## src/rtl/ps2_pkg.sv

```systemverilog
// Shared types and constants for the PS/2 scan-code receiver.
package ps2_pkg;

   // Receive FSM states, one transition per detected ps2_clk falling edge
   typedef enum logic [1:0] {
      ST_IDLE   = 2'd0,
      ST_DATA   = 2'd1,
      ST_PARITY = 2'd2,
      ST_STOP   = 2'd3
   } ps2_state_t;

   localparam logic [7:0] PS2_EXT_PREFIX   = 8'hE0;
   localparam logic [7:0] PS2_BREAK_PREFIX = 8'hF0;
   localparam int         PS2_FRAME_BITS   = 11;

endpackage

```

## src/rtl/ps2_sync_edge.sv

```systemverilog
// Multi-flop synchroniser with a falling-edge detector on the synchronised level.
module ps2_sync_edge #(
   parameter int STAGES = 2
) (
   input  logic clk,
   input  logic rst_n,
   input  logic i_async,
   output logic o_fall
);

   logic [STAGES-1:0] r_sync;
   logic              r_prev;
   logic              w_level;

   assign w_level = r_sync[STAGES-1];

   // Shift the raw line through the synchroniser; idle PS/2 lines are high
   always_ff @(posedge clk or negedge rst_n) begin
      if (!rst_n) begin
         r_sync <= '1;
         r_prev <= 1'b1;
      end else begin
         r_sync <= {r_sync[STAGES-2:0], i_async};
         r_prev <= w_level;
      end
   end

   // High for one cycle when the synchronised level goes 1 -> 0
   assign o_fall = r_prev & ~w_level;

endmodule

```

## src/rtl/ps2_scan_rx.sv

```systemverilog
// PS/2 keyboard receiver: frames bytes off ps2_clk/ps2_data, absorbs E0/F0
// prefixes and emits one code/new_code/makeBreak/extended event per key.
// Optional build macro PS2_SCAN_RX_TIMEOUT_EN adds a watchdog that drops a
// partial frame after TIMEOUT_CYCLES clocks without a ps2_clk falling edge.
// Valid/strobe semantics: new_code is a one-cycle valid with no ready; code,
// makeBreak and extended are qualified by it and hold until the next event.
module ps2_scan_rx
   import ps2_pkg::*;
#(
   parameter int SYNC_STAGES    = 2,
   parameter int TIMEOUT_CYCLES = 50000
) (
   input  logic       clk,
   input  logic       rst_n,
   input  logic       ps2_clk,
   input  logic       ps2_data,
   output logic [7:0] code,
   output logic       new_code,
   output logic       makeBreak,
   output logic       extended,
   output logic       frame_err,
   output logic [1:0] o_state
);

   ps2_state_t             r_state, w_state_nxt;
   logic [2:0]             r_cnt, w_cnt_nxt;
   logic [7:0]             r_shift, w_shift_nxt;
   logic                   r_par, w_par_nxt;
   logic [SYNC_STAGES-1:0] r_dsync;
   logic                   w_data;
   logic                   w_fall;
   logic                   w_stop_ok, w_stop_bad;
   logic                   w_timeout;
   logic [7:0]             r_byte;
   logic                   r_byte_vld, r_err_pend;
   logic                   r_ext, r_brk;

   assign o_state = r_state;

   ps2_sync_edge #(.STAGES(SYNC_STAGES)) u_clk_sync (
      .clk     (clk),
      .rst_n   (rst_n),
      .i_async (ps2_clk),
      .o_fall  (w_fall)
   );

   // Plain synchroniser for data, same depth so it lines up with the clock edge
   always_ff @(posedge clk or negedge rst_n) begin
      if (!rst_n) r_dsync <= '1;
      else        r_dsync <= {r_dsync[SYNC_STAGES-2:0], ps2_data};
   end
   assign w_data = r_dsync[SYNC_STAGES-1];

`ifdef PS2_SCAN_RX_TIMEOUT_EN
   localparam int LP_TO_W = $clog2(TIMEOUT_CYCLES + 1);
   logic [LP_TO_W-1:0] r_to_cnt;

   // Count clocks since the last falling edge while a frame is in progress
   always_ff @(posedge clk or negedge rst_n) begin
      if (!rst_n)                             r_to_cnt <= '0;
      else if (r_state == ST_IDLE || w_fall)  r_to_cnt <= '0;
      else                                    r_to_cnt <= r_to_cnt + 1'b1;
   end
   assign w_timeout = (r_state != ST_IDLE) && !w_fall &&
                      (r_to_cnt == LP_TO_W'(TIMEOUT_CYCLES - 1));
`else
   // No watchdog in this build: constant-false for any legal TIMEOUT_CYCLES
   assign w_timeout = (TIMEOUT_CYCLES < 0);
`endif

   // Receive FSM state register and bit shifter
   always_ff @(posedge clk or negedge rst_n) begin
      if (!rst_n) begin
         r_state <= ST_IDLE;
         r_cnt   <= 3'd0;
         r_shift <= 8'h00;
         r_par   <= 1'b0;
      end else begin
         r_state <= w_state_nxt;
         r_cnt   <= w_cnt_nxt;
         r_shift <= w_shift_nxt;
         r_par   <= w_par_nxt;
      end
   end

   // Next-state: advance one frame bit per falling edge, judge the frame at stop
   always_comb begin
      w_state_nxt = r_state;
      w_cnt_nxt   = r_cnt;
      w_shift_nxt = r_shift;
      w_par_nxt   = r_par;
      w_stop_ok   = 1'b0;
      w_stop_bad  = 1'b0;
      if (w_timeout) begin
         w_state_nxt = ST_IDLE;
         w_cnt_nxt   = 3'd0;
      end else if (w_fall) begin
         case (r_state)
            ST_IDLE: begin
               // A high start bit is a line glitch: ignore it silently
               if (!w_data) begin
                  w_state_nxt = ST_DATA;
                  w_cnt_nxt   = 3'd0;
               end
            end
            ST_DATA: begin
               w_shift_nxt[r_cnt] = w_data;
               if (r_cnt == 3'd7) w_state_nxt = ST_PARITY;
               else               w_cnt_nxt   = r_cnt + 3'd1;
            end
            ST_PARITY: begin
               w_par_nxt   = w_data;
               w_state_nxt = ST_STOP;
            end
            ST_STOP: begin
               w_state_nxt = ST_IDLE;
               if (w_data && (^r_shift ^ r_par)) w_stop_ok  = 1'b1;
               else                              w_stop_bad = 1'b1;
            end
            default: w_state_nxt = ST_IDLE;
         endcase
      end
   end

   // Register the frame verdict so decode happens the cycle after the stop edge
   always_ff @(posedge clk or negedge rst_n) begin
      if (!rst_n) begin
         r_byte_vld <= 1'b0;
         r_err_pend <= 1'b0;
         r_byte     <= 8'h00;
      end else begin
         r_byte_vld <= w_stop_ok;
         r_err_pend <= w_stop_bad | w_timeout;
         if (w_stop_ok) r_byte <= r_shift;
      end
   end

   // Decode: absorb prefixes, emit events, pulse errors
   always_ff @(posedge clk or negedge rst_n) begin
      if (!rst_n) begin
         code      <= 8'h00;
         new_code  <= 1'b0;
         makeBreak <= 1'b0;
         extended  <= 1'b0;
         frame_err <= 1'b0;
         r_ext     <= 1'b0;
         r_brk     <= 1'b0;
      end else begin
         new_code  <= 1'b0;
         frame_err <= 1'b0;
         if (r_err_pend) begin
            frame_err <= 1'b1;
            r_ext     <= 1'b0;
            r_brk     <= 1'b0;
         end else if (r_byte_vld) begin
            if (r_byte == PS2_EXT_PREFIX) begin
               r_ext <= 1'b1;
            end else if (r_byte == PS2_BREAK_PREFIX) begin
               r_brk <= 1'b1;
            end else begin
               code      <= r_byte;
               makeBreak <= ~r_brk;
               extended  <= r_ext;
               new_code  <= 1'b1;
               r_ext     <= 1'b0;
               r_brk     <= 1'b0;
            end
         end
      end
   end

endmodule
```

## config.mk

```make
export PLATFORM = sky130hd
export DESIGN_NAME = ps2_scan_rx
export DESIGN_NICKNAME = d
export VERILOG_FILES = /design/src/rtl/ps2_pkg.sv /design/src/rtl/ps2_sync_edge.sv /design/src/rtl/ps2_scan_rx.sv
export SDC_FILE = /design/constraint.sdc
export NUM_CORES = 1
export LEC_CHECK = 0
export CAP_MARGIN = 20
export CORE_UTILIZATION = 31
export DETAILED_ROUTE_END_ITERATION = 7
export SKIP_CTS_REPAIR_TIMING = 1
export SYNTH_ARGS = -nofsm -noshare
export SYNTH_HDL_FRONTEND = slang
export SYNTH_SLANG_ARGS = --single-unit
```

## constraint.sdc

```tcl
create_clock -name clk -period 2.02 [get_ports clk]
set_input_delay 0.404 -clock clk [delete_from_list [all_inputs] [get_ports clk]]
set_output_delay 0.404 -clock clk [all_outputs]
set_load 0.005 [all_outputs]
```

==> flow_summary.toml, run 1 <==
# synthesis and place-and-route metrics
[synthesis]
postSynthAreaPerCell_um2 = 14.1
most_common_cell = "dfrtp_1"
ys_types = 28
synth.top_cell.area_share_pct = 52.0
ys_warn_count = 0
synth-edff-count = 0

[timing]
slew-limit-headroom_pct = 64.2
final.setup.tns_ns = 0

[status]
run_status = "complete, no violations"

[clocking]
cts-root-buf = "clkbuf_8"

[layout]
layout.nets = 166

[critical_path]
crit_arrival_ns = 2.09
crit_required_ns = 2.20
worstSetupPathType = "reg2reg"
cp-end-kind = "register"
reg2reg_to = "r_byte[7]"

[floorplanning]
ios = 18
die_w_um = 78.8
fp_util_pct = 32.6

[placement]
dp_hpwl_um = 2300

[grt]
grt_pass1_wl_um = 5220
grt_max_degree = 44

[routing]
drt_iter0_drc = 62
route.detailed.drc = 0
[run 1: worst max path at each step]
| stage | startpoint | endpoint | slack (ns) | cells past startpoint |
|---|---|---|---|---|
| global placement | r_shift[2] | r_byte[6] | 0.16 | 4 |
| detailed placement | r_shift[2] | r_byte[1] | 0.09 | 4 |
| finish | r_shift[2] | r_byte[7] | 0.10 | 4 |
| CTS | r_shift[2] | r_byte[0] | 0.06 | 4 |
| global route | r_shift[2] | r_byte[4] | 0.02 | 4 |
| floorplan | r_shift[2] | r_byte[0] | 0.23 | 4 |
[run 1: where the power goes]
part / switching [mW] / internal [mW] / leakage (nW)
logic: 0.282 / 0.401 / 0.431
clock network: 0.274 / 0.311 / 0.0505
registers: 0.136 / 1.01 / 0.570
total: 0.692 / 1.72 / 1.05
[run 1: sequential cells by signal (all words and copies together), names as in the netlist]
name	cells
r_brk	1
r_byte	8
r_err_pend	1
r_shift	8
code	8
makeBreak	1
extended	1
frame_err	1
u_clk_sync.r_sync	2
r_dsync	2
r_ext	1
o_state	2
u_clk_sync.r_prev	1
new_code	1
r_par	1
r_byte_vld	1
r_cnt	3
[run 1: metal layers]
| layer | GRT usage, % | vias up |
|---|---|---|
| met5 | 0 | - |
| met4 | 4.36 | 0 |
| met3 | 3.56 | 4 |
| met2 | 18.3 | 23 |
| met1 | 13.3 | 533 |
| li1 | - | 504 |
[run 1: area by class of cell]
cell class                 count  area [um^2]
fill                         552         3400
sequential                    43         1080
multi-input combinational     79          717
timing repair buffer          20          188
clock buffer                   7         96.3
tap                           72         90.1
inverter                       7         26.3
clock inverter                 1         7.51
[run 1: cell usage in the layout (no fill, tap or decap), types with 2 or more instances in the layout]
cell type / synthesis / routed
dfrtp_1: 38 / 38
buf_4: 0 / 3
ha_1: 6 / 6
inv_1: 7 / 7
xnor2_1: 3 / 3
nand4b_1: 2 / 2
nand3_1: 5 / 5
nand2_1: 5 / 5
mux2_2: 28 / 28
a21oi_1: 3 / 3
clkbuf_8: 0 / 7
dfstp_2: 5 / 5
o21ai_0: 2 / 2
nor3_1: 4 / 4
clkdlybuf4s50_1: 0 / 16
mux2i_1: 3 / 3
nor2_1: 5 / 5
[run 1: through the flow]
stage / hold slack (ns) / util (%) / std cells / worst slack [ns] / power, mW
finish: 0.183 / 39.4 / 229 / 0.102 / 2.42
global route: 0.218 / 39.4 / 229 / 0.0181 / 2.56
CTS: 0.192 / 39.4 / 229 / 0.0645 / 2.46
detailed placement: 0.349 / 37.5 / 221 / 0.0928 / 1.86
global placement: 0.347 / 37.5 / 221 / 0.157 / 1.81
floorplan: 0.108 / - / 130 / 0.226 / 1.61
[run 1: cell families (layout without fill, tap and decap cells)]
| logic type | count (synthesis) | in the layout | share of synthesized area, % |
|---|---|---|---|
| fa+ha+maj | 6 | 6 | 4.10 |
| compound gates | 9 | 9 | 3.08 |
| simple gates | 26 | 26 | 7.32 |
| buf+inv | 8 | 35 | 1.64 |
| flops | 43 | 43 | 59.2 |
| xor+xnor | 6 | 6 | 4.58 |
| mux | 32 | 32 | 20.1 |
==> run_1/clk_routes.png <==
Scale bar: 20 um.
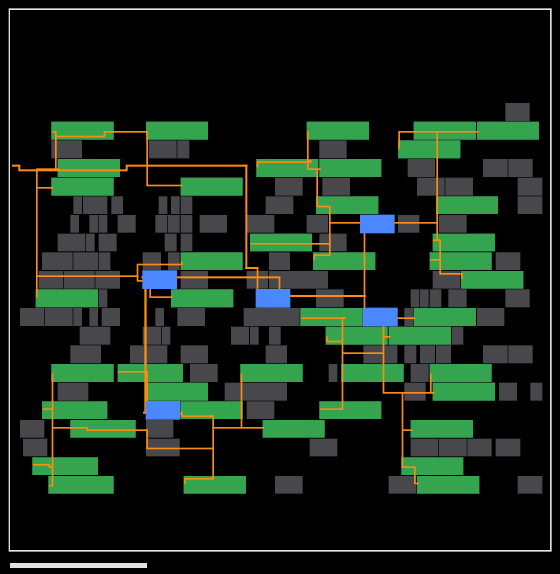
Key: orange = clock wires [length 492 um]; blue = clock drivers [count 5]; green = flip-flops [count 43]
There are 6 routed clock nets.
clk_skew: 0.00453 ns
Clk. pwr: 0.585 mW
clock share of power: 24.2%

==> run_1/logic_types.png <==
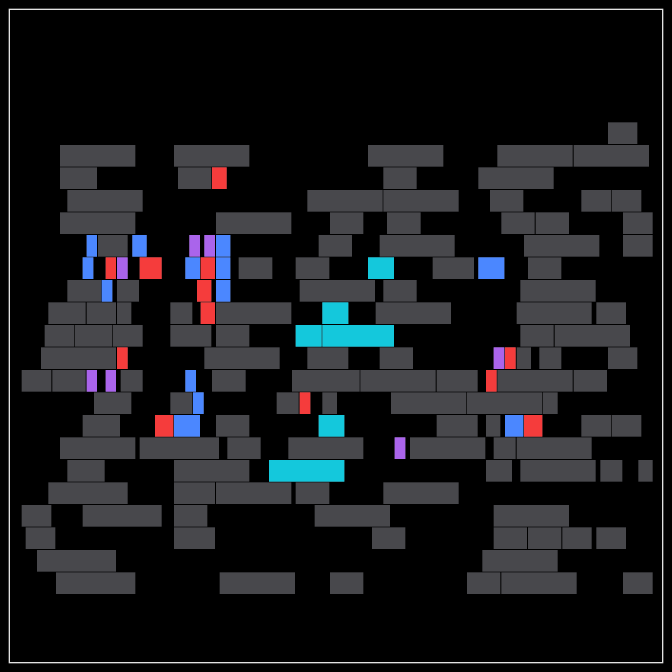
Key: red = nor cells [cells 12, most used nor2_1]; purple = inv cells [cells 7, most used inv_1]; blue = nand cells [cells 13]; cyan = xor and xnor cells [cells 6, most used xnor2_1, where center]
Finished Layout Cells: 229
dominant logic cell type in the layout: dfrtp_1
Comb area share: 32.5%

==> run_1/placement_by_type.png <==
Scale bar: 20 um.
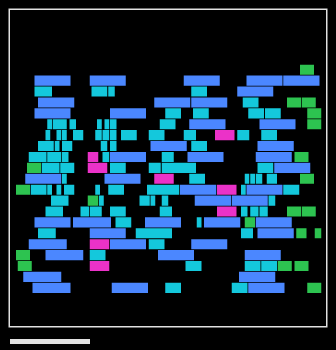
Key: magenta = clock drivers and dummy loads [cells 8, share of their area 4.9%]; blue = sequential cells [cells 43, share of their area 51%]; green = remaining buffers and delay cells [cells 20, share of their area 8.9%]; cyan = combinational and other logic [cells 86, share of their area 35%]
FP Rows: 27
Design Area, Final: 0.00221 mm^2

==> run_1/flops_by_reg.png <==
Scale bar: 20 um.
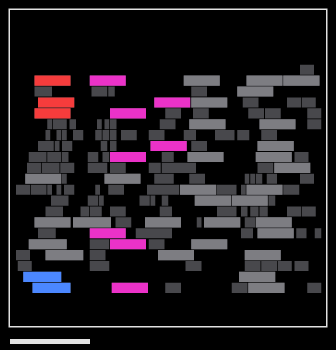
Key: red = r_cnt [flops 3]; magenta = r_shift [flops 8]; blue = r_dsync [flops 2]
Another 30 sequential cells are not colored.
seq pwr: 1.15 mW
Storage cell area: 0.00108 mm^2

--- run 2 (diff from run 1) ---
- clock period: 2.02 -> 2.3 ns (I/O delays scaled with it)
==> run_2/placement_by_type.png <==
Scale bar: 20 um.
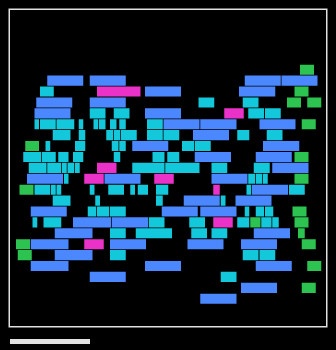
Key: cyan = combinational and other logic [cells 86, share of their area 35%]; blue = sequential cells [cells 43, share of their area 51%]; magenta = clock drivers and dummy loads [cells 8, share of their area 5.6%]; green = remaining buffers and delay cells [cells 18, share of their area 8.2%]
Design Area, Final: 0.00221 mm^2
Seq/total area: 49.1%
Util after Layout: 39.3%
CORE AREA: 0.00561 mm^2

==> run 2 against run 1 <==
  * Combinational power decreased by 13%
  * Critical endpoint is now r_byte[2]
  * Largest cell class unchanged
  * Via count is 1.2% lower
  * Sequential share of layout area is essentially flat
  * Highest routed layer unchanged
  * Cell area about the same
==> flow_summary.toml, run 2 <==
# synthesis and place-and-route metrics
[clocking]
cts_max_level = 2
cts-root-buf = "clkbuf_8"

[layout]
layout.nets = 164
largestRegisters = "code: 8 flops, r_byte: 8 flops, r_shift: 8 flops"
final_common_cell = "dfrtp_1"

[synthesis]
synth-edff-count = 0
ys_warn_count = 0
synth.top_cell.area_share_pct = 52.0
ys_types = 28
top_area_cell = "dfrtp_1"
most_common_cell = "dfrtp_1"
postSynthAreaPerCell_um2 = 14.1

[floorplanning]
die_h_um = 78.8
row_count = 27
fp_util_pct = 32.6
die_w_um = 78.8
ios = 18

[routing]
route.detailed.drc = 0
drt_iter0_drc = 32

[critical_path]
cp-end-kind = "register"
cp_max_fo = 9
crit_required_ns = 2.48
worstSetupPathType = "reg2reg"

[status]
run_status = "complete, no violations"

[power]
power.density_mw_per_mm2 = 999
total_power_mw = 2.20

[grt]
grt_max_degree = 44
grt_pass1_wl_um = 5480

[timing]
fin_skew_ns = 0.00638
slew-limit-headroom_pct = 37.7
layout_setup_ws_ns = 0.381
final.setup.tns_ns = 0
hold_viol_final = 0
holdWs_ns = 0.302

[placement]
dp_hpwl_um = 2270
place_ws_ns = 0.359

[min_path]
hp-class = "in2async"
run 2: cell types whose count changed in the layout (fill, tap and decap cells not counted):
| cell | previous run | this run |
|---|---|---|
| buf_4 | 3 | 1 |
| bufinv_16 | 0 | 1 |
| clkbuf_8 | 7 | 6 |
| clkinv_2 | 0 | 1 |
| clkinvlp_4 | 1 | 0 |
run 2: final cells by class:
cell class / instances / area [um^2]
repair buffers: 18 / 173
fillers: 555 / 3400
clock inverters: 2 / 35.0
clock buffers: 6 / 82.6
multi-input cells: 79 / 717
flip-flops and latches: 43 / 1080
well taps: 72 / 90.1
inverters: 7 / 26.3
run 2: worst paths after layout:
path	depth (start not counted)	startpoint	to	slack (ns)
worst max-delay path	4	r_shift[2]	r_byte[2]	0.38
worst min-delay path	1	rst_n	frame_err	0.30
worst max register to register	4	r_shift[2]	r_byte[2]	0.38
worst min register to register	0	u_clk_sync.r_sync[0]	u_clk_sync.r_sync[1]	0.36
max in group asynchronous	1	rst_n	code[2]	1.41
min in group clk	0	u_clk_sync.r_sync[0]	u_clk_sync.r_sync[1]	0.36
run 2: critical path, delay by kind of cell (launching register included):
kind / cells / cell delay (ns)
DFF: 1 / 0.41
xor gates and xnor gates: 2 / 0.61
muxes: 2 / 0.79
run 2: through the flow:
| stage | util, % | cells |
|---|---|---|
| detailed placement | 37.2 | 219 |
| CTS | 39.3 | 227 |
| global placement | 37.2 | 219 |
| floorplan | - | 130 |
| finish | 39.3 | 227 |
| global route | 39.3 | 227 |
run 2: routing by layer:
layer	GRT usage (%)	wire length, um	part of all wire, %
met1	14.8	1490	48
met2	18.3	1420	46
met3	3.56	131	4.3
met4	3.82	38	1.2
met5	0	0	0
run 2: logic make-up after synthesis:
| logic type | Yosys count | share of synthesized area (%) |
|---|---|---|
| AOI/OAI and AO/OA | 9 | 3.08 |
| xor gates and xnor gates | 6 | 4.58 |
| adders and majority gates | 6 | 4.10 |
| buffers and inverters | 8 | 1.64 |
| DFF | 43 | 59.2 |
| muxes | 32 | 20.1 |
| and+or+nand+nor | 26 | 7.32 |
run 2: power by group:
group          internal, mW  switching (mW)  leakage, nW
sequential            0.889           0.123        0.570
combinational         0.349           0.244        0.421
clock                 0.351           0.247       0.0612
Power is estimated from default activity; no workload was simulated.
